`src/rtl/writeback_pkg.sv`:
```
// Shared types for the writeback arbiter: late-result FIFO entry and the zero register index.
package writeback_pkg;

    typedef struct packed {
        logic [4:0]  dest_reg;
        logic [31:0] data;
    } wb_entry_t;

    localparam logic [4:0] REG_ZERO = 5'd0;

endpackage

```
`src/rtl/wb_late_fifo.sv`:
```
// Synchronous FIFO of late results. Extra pointer bit separates full from empty.
// Exposes every slot plus a "still resident after this edge" mask for hazard compares.
module wb_late_fifo
    import writeback_pkg::*;
#(
    parameter int DEPTH = 4,
    localparam int AW = $clog2(DEPTH)
) (
    input  logic                  clk,
    input  logic                  reset,
    input  logic                  push,
    input  wb_entry_t             push_entry,
    input  logic                  pop,
    output wb_entry_t             head,
    output logic                  full,
    output logic                  empty,
    output logic [AW:0]           count,
    output wb_entry_t [DEPTH-1:0] peek_entry,
    output logic [DEPTH-1:0]      peek_keep
);

    wb_entry_t [DEPTH-1:0] mem_q;
    logic [AW:0]           wr_q, rd_q;
    logic                  do_push, do_pop;

    assign count   = wr_q - rd_q;
    assign empty   = (wr_q == rd_q);
    assign full    = (wr_q[AW-1:0] == rd_q[AW-1:0]) && (wr_q[AW] != rd_q[AW]);
    assign head    = mem_q[rd_q[AW-1:0]];
    assign do_push = push && !full;
    assign do_pop  = pop && !empty;
    assign peek_entry = mem_q;

    // Occupied slots, minus the head when it leaves on this edge.
    always_comb begin
        logic [AW-1:0] off;
        peek_keep = '0;
        for (int i = 0; i < DEPTH; i++) begin
            off = AW'(i) - rd_q[AW-1:0];
            peek_keep[i] = ({1'b0, off} < count) && !(do_pop && (off == '0));
        end
    end

    // Pointer and storage update; push and pop may share an edge.
    always_ff @(posedge clk) begin
        if (reset) begin
            wr_q <= '0;
            rd_q <= '0;
        end else begin
            if (do_push) begin
                mem_q[wr_q[AW-1:0]] <= push_entry;
                wr_q <= wr_q + 1'b1;
            end
            if (do_pop) rd_q <= rd_q + 1'b1;
        end
    end

endmodule

```
`src/rtl/stage_writeback_arbiter.sv`:
```
// WB stage: MEM->WB pipe register merged with late (mul/div) results through a FIFO.
// Pipe slot always wins the register-file port; the FIFO drains on idle cycles.
// Optional retire counter enabled by defining WB_RETIRE_COUNT_EN.
module stage_writeback_arbiter
    import writeback_pkg::*;
#(
    parameter int LATE_DEPTH = 4
) (
    input  logic                          clk,
    input  logic                          reset,
    input  logic                          stall,
    input  logic                          nullify,
    input  logic                          in_valid,
    input  logic                          in_write_reg,
    input  logic [4:0]                    in_dest_reg,
    input  logic [31:0]                   in_dest_data,
    input  logic                          late_valid,
    output logic                          late_ready,
    input  logic [4:0]                    late_dest_reg,
    input  logic [31:0]                   late_data,
    output logic                          wb_write_reg,
    output logic [4:0]                    wb_dest_reg,
    output logic [31:0]                   wb_dest_data,
    input  logic [4:0]                    rs_addr,
    input  logic [4:0]                    rt_addr,
    output logic                          fwd_rs,
    output logic                          fwd_rt,
    output logic                          late_hazard,
    output logic [$clog2(LATE_DEPTH):0]   pending_count,
    output logic [31:0]                   retired_count
);

    logic      valid_q, valid_d;
    logic      wr_q, wr_d;
    wb_entry_t pipe_q, pipe_d;

    wb_entry_t                  head;
    wb_entry_t [LATE_DEPTH-1:0] peek_entry;
    logic [LATE_DEPTH-1:0]      peek_keep;
    logic                       full, empty, pipe_writes, pop;

    // Pipe register next state: nullify beats stall beats capture.
    always_comb begin
        valid_d = valid_q;
        wr_d    = wr_q;
        pipe_d  = pipe_q;
        if (nullify) begin
            valid_d = 1'b0;
            wr_d    = 1'b0;
            pipe_d  = '0;
        end else if (!stall) begin
            valid_d = in_valid;
            wr_d    = in_write_reg;
            pipe_d  = '{dest_reg: in_dest_reg, data: in_dest_data};
        end
    end

    // Pipe register.
    always_ff @(posedge clk) begin
        if (reset) begin
            valid_q <= 1'b0;
            wr_q    <= 1'b0;
            pipe_q  <= '0;
        end else begin
            valid_q <= valid_d;
            wr_q    <= wr_d;
            pipe_q  <= pipe_d;
        end
    end

    assign pipe_writes = valid_q && wr_q && (pipe_q.dest_reg != REG_ZERO);
    assign pop         = !pipe_writes && !empty;
    assign late_ready  = !full;

    wb_late_fifo #(.DEPTH(LATE_DEPTH)) u_fifo (
        .clk        (clk),
        .reset      (reset),
        .push       (late_valid),
        .push_entry ('{dest_reg: late_dest_reg, data: late_data}),
        .pop        (pop),
        .head       (head),
        .full       (full),
        .empty      (empty),
        .count      (pending_count),
        .peek_entry (peek_entry),
        .peek_keep  (peek_keep)
    );

    // Register-file port: pipe write, else FIFO head (dest 0 drains silently).
    always_comb begin
        wb_write_reg = 1'b0;
        wb_dest_reg  = '0;
        wb_dest_data = '0;
        if (pipe_writes) begin
            wb_write_reg = 1'b1;
            wb_dest_reg  = pipe_q.dest_reg;
            wb_dest_data = pipe_q.data;
        end else if (pop) begin
            wb_write_reg = (head.dest_reg != REG_ZERO);
            wb_dest_reg  = head.dest_reg;
            wb_dest_data = head.data;
        end
    end

    assign fwd_rs = wb_write_reg && (wb_dest_reg == rs_addr) && (rs_addr != REG_ZERO);
    assign fwd_rt = wb_write_reg && (wb_dest_reg == rt_addr) && (rt_addr != REG_ZERO);

    // Hazard against late results that remain queued past this edge.
    always_comb begin
        late_hazard = 1'b0;
        for (int i = 0; i < LATE_DEPTH; i++) begin
            if (peek_keep[i] && (peek_entry[i].dest_reg != REG_ZERO) &&
                ((peek_entry[i].dest_reg == rs_addr) || (peek_entry[i].dest_reg == rt_addr)))
                late_hazard = 1'b1;
        end
    end

`ifdef WB_RETIRE_COUNT_EN
    logic [31:0] retired_q, retired_d;

    always_comb begin
        retired_d = retired_q;
        if (valid_q && !stall) retired_d = retired_q + 32'd1;
    end

    // Retired-instruction counter, wraps naturally.
    always_ff @(posedge clk) begin
        if (reset) retired_q <= '0;
        else       retired_q <= retired_d;
    end

    assign retired_count = retired_q;
`else
    assign retired_count = 32'd0;
`endif

endmodule
```
`config.mk`:
```
export PLATFORM = sky130hd
export DESIGN_NAME = stage_writeback_arbiter
export DESIGN_NICKNAME = d
export VERILOG_FILES = /design/src/rtl/writeback_pkg.sv /design/src/rtl/wb_late_fifo.sv /design/src/rtl/stage_writeback_arbiter.sv
export SDC_FILE = /design/constraint.sdc
export NUM_CORES = 1
export LEC_CHECK = 0
export CAP_MARGIN = 10
export CELL_PAD_IN_SITES_DETAIL_PLACEMENT = 2
export CELL_PAD_IN_SITES_GLOBAL_PLACEMENT = 2
export CORE_ASPECT_RATIO = 1.5
export CORE_MARGIN = 2
export CORE_UTILIZATION = 36
export DETAILED_ROUTE_END_ITERATION = 12
export HOLD_SLACK_MARGIN = 0.03
export PLACE_DENSITY_LB_ADDON = 0.08
export SYNTH_ARGS = -nofsm -noshare
export SYNTH_HDL_FRONTEND = slang
export SYNTH_SLANG_ARGS = --single-unit
```
`constraint.sdc`:
```
create_clock -name clk -period 5.2 [get_ports clk]
set_input_delay 1.04 -clock clk [delete_from_list [all_inputs] [get_ports clk]]
set_output_delay 1.04 -clock clk [all_outputs]
set_load 0.03 [all_outputs]
```
==> results.txt, run 1 <==
The following summarizes the physical implementation.

STA
Endpoints with negative setup slack in the final report add up to 0. The clock period could shrink to around 4600 ps. In the final run the clock tree shows a worst skew of 8.21 ps. The relative slew slack is 26.8%.

Floorplanning
The floorplan-stage core utilization is 36.8%. The die width is 131 um. The die is between 150 and 200 um tall. The number of top-level pins is 168.

Synthesis
Among all cell types in the netlist, the one instantiated most often is sky130_fd_sc_hd__edfxtp_1. Sorting the synthesized cells by how often they occur yields 148 x sky130_fd_sc_hd__edfxtp_1, 47 x sky130_fd_sc_hd__nor2_1, 45 x sky130_fd_sc_hd__dfxtp_1, 44 x sky130_fd_sc_hd__mux2i_1, 43 x sky130_fd_sc_hd__xnor2_1. Each instance of the synthesized netlist takes up on average 14.6 um2. The post-synthesis cell count from yosys is 601.

The prevailing post-synth register cell is sky130_fd_sc_hd__edfxtp_1. Among the non-sequential cells, multiplexers take the most area. In this run the biggest area consumer among cell types represents 50.7% of the synthesized area.

Power
The leakage power is 3.78 nW. Power comes to 5.29 mW. The share of power burned in combinational logic is 41.6%.

Critical path
The worst setup path is captured at an output pin. The number of buffers and inverters on the critical path is 4. The critical path goes through inv_1 > ha_1 > inv_1 > fa_1 > inv_1 > ha_1 > nor2_1 > nor2_1 > o221ai_1 > o22ai_1 > or3_1 > clkdlybuf4s50_1.

The element type at the critical path start is a flop.

Finish
The finished layout reports a core utilization of 45.6%. The logic area is 0.00308 mm2. The top cell types in the final layout, fill and taps aside, are 148 x sky130_fd_sc_hd__edfxtp_1, 132 x sky130_fd_sc_hd__clkdlybuf4s50_1, 47 x sky130_fd_sc_hd__nor2_1, 44 x sky130_fd_sc_hd__mux2i_1. After layout the clock buffers and inverters come to 5.52% of cell area. The number of nets in the layout is a little over 800.

Clock tree
The source-to-sink clock delay at the later pin of the worst-skew pair is 420 ps. The clock tree synthesis step divided the H-tree into 4 levels. The tree built by TritonCTS fans out to around 190 sinks.

Place
The wire-length estimate of the detail-placed layout is around 17000 um.

GRT
After global routing the overflow that remains totals 0.

Flow run
The max capacitance violation total is 0.

Drt
The detailed route wirelength on metal3 is 800 um. The uppermost metal layer occupied by signal nets is met4.

Worst hold path
The most critical min-delay path falls under reg -> reg.

Status
The run finished with clean final reports.
==> run 1: worst max path at each step <==
stage,from,end,cells past startpoint
floorplan,u_fifo.rd_q[0],fwd_rs,10
global placement,rt_addr[4],late_hazard,8
detailed placement,rt_addr[4],late_hazard,8
CTS,u_fifo.wr_q[0],late_hazard,12
global route,u_fifo.wr_q[0],late_hazard,12
finish,u_fifo.wr_q[0],late_hazard,12
==> run 1: power by group through the flow <==
stage | sequential, mW | clock, mW | combinational (mW)
final | 1.76 | 1.33 | 2.20
after detailed placement | 1.80 | 0 | 2.23
after global placement | 1.79 | 0 | 2.20
after CTS | 1.77 | 1.37 | 2.25
after floorplan | 1.78 | 0 | 1.42
after global routing | 1.77 | 1.42 | 2.35
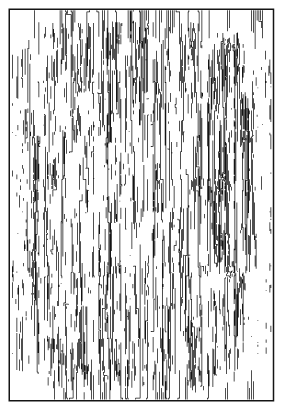
(run_1/met2.png)
Drawn at 2 px/um.
longest straight run: 90.1 um
wire length on this layer: 13500 um

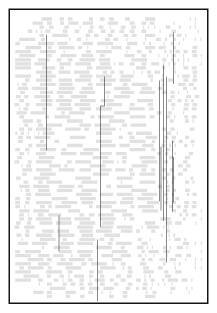
(run_1/met4.png)
Drawn at 1.5 px/um.
longest straight run: 124 um
main direction: vertical
Final Routed Wirelength: 24100 um
total number of vias: 5322

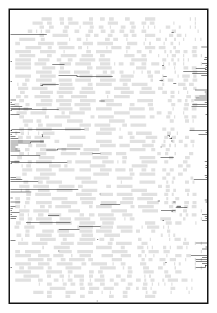
(run_1/met3.png)
Drawn at 1.5 px/um.
main direction: horizontal
share of all routed wire: 3.3%
wire length on this layer: 801 um
longest straight run: 48.3 um

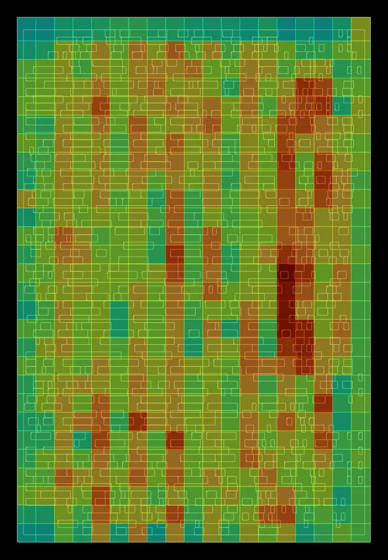
(run_1/final_congestion.png)
GR Util met2: 37.2%
most utilized layer in the global route result: met2
post-detailed-route wirelength per cell: 22.9 um
global routing met1 resource utilization: 20.5%
met3 demand-to-capacity share in global routing: 3.50%

--- run 2 (diff from run 1) ---
Settings changed: CORE_UTILIZATION 36 to 30, PLACE_DENSITY set to 0.68, PLACE_DENSITY_LB_ADDON 0.08 to not set.
==> run 2 against run 1 <==
  * Sequential power hardly changed
  * Routed wire length grew 0.82%
  * Critical path type unchanged
  * Highest routed layer unchanged
  * Register-to-register slack worse by 260 ps
==> results.txt, run 2 <==
The following summarizes the physical implementation.

Status
The run finished with clean final reports.

Floorplanning
The die width came to 144 um (+9.3%). The number of top-level pins came to 168 (unchanged). The floorplan-stage core utilization came to 30.5% (-6.3 points). The vertical die size was 213 um (+9.3%).

GRT
met2 is the most crowded layer. The total global routing overflow is 0 (unchanged). The met1 global-route usage is 17.9% (-2.6 points). The met3 usage is 2.96% (-0.54 points).

Critical path
The number of buffers and inverters on the critical path is 3 (-1).

Finish
The number of nets in the layout is 828 (unchanged). The area fraction of clock buffers and clock inverters is 5.31% (-0.21 points). The top cell types in the final layout, fill and taps aside, are 148 x sky130_fd_sc_hd__edfxtp_1, 132 x sky130_fd_sc_hd__clkdlybuf4s50_1, 47 x sky130_fd_sc_hd__nor2_1, 44 x sky130_fd_sc_hd__mux2i_1.

STA
The largest clock skew in the final design is 14.2 ps (+6.00 ps). The total of endpoints with negative setup slack in the final report is 0 (unchanged). The relative slew slack was 26.5% (-0.32 points).

Power
The heaviest power group is combinational cells. The share of power burned in combinational logic came to 41.6% (about the same).

Synthesis
The prevailing post-synth register cell is sky130_fd_sc_hd__edfxtp_1.

Drt
The detailed route wirelength on metal3 is 910 um (+14%).
-- run 2: netlist changes by cell type in the layout (fill, tap and decap cells not counted) --
cell                         delta
sky130_fd_sc_hd__inv_8          -3
sky130_fd_sc_hd__clkinv_4       +1
sky130_fd_sc_hd__bufinv_16      -1
sky130_fd_sc_hd__clkinvlp_4     +1
sky130_fd_sc_hd__clkbuf_1       +1
sky130_fd_sc_hd__clkbuf_16      +1
-- run 2: worst max-delay path by stage --
stage | from | to | slack, ps | cells past startpoint
floorplan | u_fifo.rd_q[0] | fwd_rs | 380 | 10
global placement | rt_addr[4] | late_hazard | 520 | 8
detailed placement | rt_addr[2] | late_hazard | 520 | 8
CTS | u_fifo.rd_q[0] | late_hazard | 260 | 11
global route | u_fifo.rd_q[0] | late_hazard | 70 | 11
finish | u_fifo.rd_q[0] | late_hazard | 360 | 11
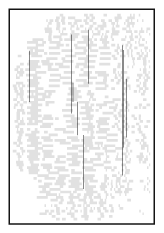
(run_2/met4.png)
Drawn at 1 px/um.
longest straight run: 130 um
wire length on this layer: 575 um
Final Routed Wirelength: 24300 um
total number of vias: 5307

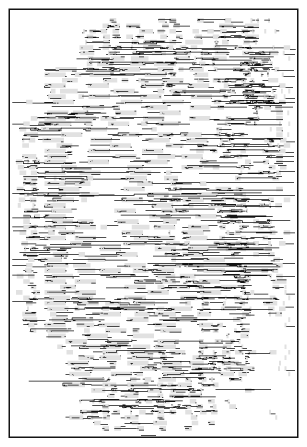
(run_2/met1.png)
Drawn at 2 px/um.
wire length on this layer: 8900 um
nets with wire on the layer: 734
main direction: horizontal
share of all routed wire: 37%
longest straight run: 67.4 um

Power is estimated from default activity; no workload was simulated.
